File: src/rtl/lfsr_rr_sched.sv
// Round-robin scheduler that hands out steps of one shared 4-bit LFSR, one draw per grant.
// A warm-up phase after reset or reseed advances the LFSR before any grant is issued.
module lfsr_rr_sched #(
  parameter int NUM_REQ = 4,
  parameter int WARMUP  = 4
) (
  input  logic                       clk,
  input  logic                       reset,
  input  logic [NUM_REQ-1:0]         req_i,
  input  logic                       seed_we_i,
  input  logic [3:0]                 seed_i,
  output logic [NUM_REQ-1:0]         gnt_o,
  output logic [$clog2(NUM_REQ)-1:0] gnt_id_o,
  output logic                       valid_o,
  output logic [3:0]                 data_o,
  output logic                       busy_o
);

  localparam int IW = $clog2(NUM_REQ);
  localparam int CW = (WARMUP > 1) ? $clog2(WARMUP) : 1;
  localparam logic [CW-1:0] WLAST = CW'((WARMUP > 0) ? WARMUP - 1 : 0);

  typedef enum logic {WARM, SERVE} state_t;
  localparam state_t INIT_ST = (WARMUP == 0) ? SERVE : WARM;

  state_t               state, state_n;
  logic [3:0]           lfsr, lfsr_n;
  logic [CW-1:0]        cnt, cnt_n;
  logic [IW-1:0]        ptr, ptr_n;
  logic [NUM_REQ-1:0]   gnt_n;
  logic [IW-1:0]        id_n;
  logic                 valid_n;
  logic [3:0]           data_n;

  logic [2*NUM_REQ-1:0] req_rot2;
  logic [IW-1:0]        off, win;
  logic [IW:0]          sum;
  logic                 found;

  function automatic logic [3:0] lfsr_step(input logic [3:0] s);
    return {s[2:0], s[1] ^ s[3]};
  endfunction

  // Rotate requests so that ptr sits at bit 0, then take the lowest set bit.
  always_comb begin
    req_rot2 = {req_i, req_i} >> ptr;
    found    = |req_i;
    off      = '0;
    for (int i = NUM_REQ - 1; i >= 0; i--)
      if (req_rot2[i]) off = IW'(i);
    sum = {1'b0, ptr} + {1'b0, off};
    if (sum >= (IW+1)'(NUM_REQ)) sum = sum - (IW+1)'(NUM_REQ);
    win = sum[IW-1:0];
  end

  always_comb begin
    state_n = state;
    lfsr_n  = lfsr;
    cnt_n   = cnt;
    ptr_n   = ptr;
    gnt_n   = '0;
    valid_n = 1'b0;
    id_n    = gnt_id_o;
    data_n  = data_o;
    if (seed_we_i) begin
      // All-zero seed would lock the LFSR, so it is replaced by 1111.
      lfsr_n  = (seed_i == 4'h0) ? 4'hF : seed_i;
      cnt_n   = '0;
      state_n = INIT_ST;
    end else begin
      case (state)
        WARM: begin
          lfsr_n = lfsr_step(lfsr);
          cnt_n  = cnt + CW'(1);
          if (cnt == WLAST) state_n = SERVE;
        end
        SERVE: begin
          if (found) begin
            gnt_n   = NUM_REQ'(1) << win;
            id_n    = win;
            data_n  = lfsr;
            valid_n = 1'b1;
            lfsr_n  = lfsr_step(lfsr);
            ptr_n   = (win == IW'(NUM_REQ - 1)) ? '0 : win + IW'(1);
          end
        end
        default: state_n = INIT_ST;
      endcase
    end
  end

  always_ff @(posedge clk) begin
    if (!reset) begin
      state    <= INIT_ST;
      lfsr     <= 4'hF;
      cnt      <= '0;
      ptr      <= '0;
      gnt_o    <= '0;
      gnt_id_o <= '0;
      valid_o  <= 1'b0;
      data_o   <= 4'h0;
    end else begin
      state    <= state_n;
      lfsr     <= lfsr_n;
      cnt      <= cnt_n;
      ptr      <= ptr_n;
      gnt_o    <= gnt_n;
      gnt_id_o <= id_n;
      valid_o  <= valid_n;
      data_o   <= data_n;
    end
  end

  assign busy_o = (state == WARM);

endmodule

File: config.mk
export PLATFORM = sky130hd
export DESIGN_NAME = lfsr_rr_sched
export DESIGN_NICKNAME = d
export VERILOG_FILES = /design/src/rtl/lfsr_rr_sched.sv
export SDC_FILE = /design/constraint.sdc
export NUM_CORES = 1
export LEC_CHECK = 0
export CORE_MARGIN = 2
export CORE_UTILIZATION = 48
export CTS_CLUSTER_SIZE = 10
export DETAILED_ROUTE_END_ITERATION = 10
export PLACE_DENSITY = 0.74
export SYNTH_ARGS = -nofsm -noshare
export SYNTH_HDL_FRONTEND = slang
export SYNTH_SLANG_ARGS = --single-unit
File: constraint.sdc
create_clock -name clk -period 3 [get_ports clk]
set_input_delay 0.3 -clock clk [delete_from_list [all_inputs] [get_ports clk]]
set_output_delay 0.3 -clock clk [all_outputs]
set_load 0.1 [all_outputs]
### Clock wiring as the flow saved it

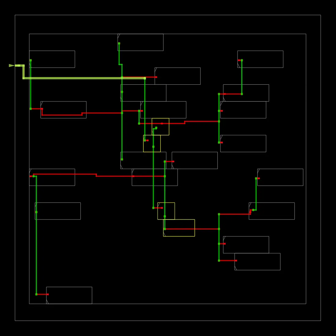
seq_cells: 20
count of clock buffers in the final design: 4
Clock group: 151 uW

### Register map, names as in the netlist

Scale: 10 px per um.
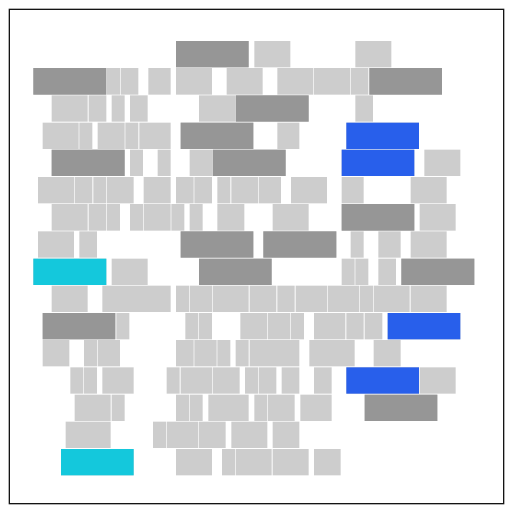
colour	name in the netlist	flops
cyan	cnt	2
blue	gnt_o	4
not coloured	14
FF+latch area: 400.4 um2
Seq power: 275 uW
sequential cell area share: 31.87%
fin util: 64.69%

==> Changelog: implementation <==
### Changed

* Internal Power at 374.2 uW
* CP startpoint kind: input pin
* Synth Net Count at 129
* Fin worst setup slack at 492.9 ps
* CTS tree: yes
* GP Congestion at 0.7135
* Clock Latency Late Sink at 290 ps
* Tot Pwr at 486.5 uW
* I/O pin count at 23
* Global route overflow at 0
* Hold Slack at 521.7 ps
* Rel. slew slack at 35.15%
* Antenna Nets Post-Route at 0
* Combinational Power Share at 12.5%
* Status: completed
* RSZ-0062 raised after global routing: false
* Post-synth area hogs: dfxtp_1 41%, mux2i_1 7.1%, nor2_1 6.9%
* Worst hold path stage count at 2
* Hpwl dp at 1395 um
* Met2 usage at 30.63%
### Floorplan with the power grid

Scale: 8 px per um. Pins as bars on the die edge. Tap cells in grey.
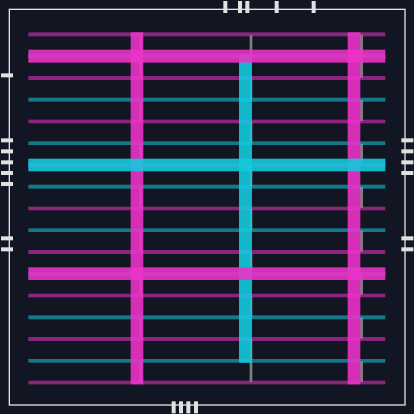
colour	net
magenta	VSS
cyan	VDD
met5 straps	3
tap cells	27
met1 rails	17
Die H: 49.29 um
worst vdd ir: 0.2518 mV
die width: 49.29 um
Core Region: 1942 um2

## worst max path at each step
stage	depth (start not counted)	endpoint	slack, ps	startpoint
6_report	9	ptr[1]	490	req_i[3]
5_1_grt	9	ptr[1]	320	req_i[3]
4_1_cts	9	ptr[1]	520	req_i[3]
3_5_place_dp	9	ptr[1]	200	req_i[3]
3_3_place_gp	9	ptr[1]	240	req_i[3]
2_1_floorplan	8	ptr[1]	680	ptr[0]
## cell type report
cell class,instances,area share [%]
clock buffers,4,2.888
inverters,4,1.195
multi-input cells,88,43.43
flip-flops and latches,20,31.87
well taps,27,2.689
repair buffers,23,17.93
## through the flow
step	utilization (%)	instance area, um2
6_report	64.69	1256
4_1_cts	64.69	1256
3_3_place_gp	62.82	1220
2_1_floorplan	-	984.7
3_5_place_dp	62.82	1220
5_1_grt	64.69	1256
## kinds of logic after synthesis
family	count (synthesis)	share of synthesized area [%]
and+or+nand+nor	53	27.83
AOI/OAI and AO/OA	21	13.47
DFF	20	40.66
buffers and inverters	8	3.937
muxes	7	7.116
xor gates and xnor gates	5	4.448
adders and majority gates	2	2.541
## layer usage
| metal | vias to the layer above | part of all wire [%] | wire (um) |
|---|---|---|---|
| met1 | 388 | 45 | 789 |
| met2 | 16 | 51 | 895 |
| met4 | 0 | 0 | 0 |
| li1 | 451 | - | - |
| met5 | - | 0 | 0 |
| met3 | 0 | 4.3 | 75 |
## power groups by stage
| stage | Clock, uW | Sequential, uW | Combinational (uW) |
|---|---|---|---|
| detailed placement | 0 | 281 | 60.8 |
| finish | 151 | 275 | 60.9 |
| global placement | 0 | 281 | 58.6 |
| CTS | 160 | 275 | 60.9 |
| floorplan | 0 | 282 | 32.8 |
| global route | 168 | 276 | 67.9 |
Power is estimated from default activity; no workload was simulated.
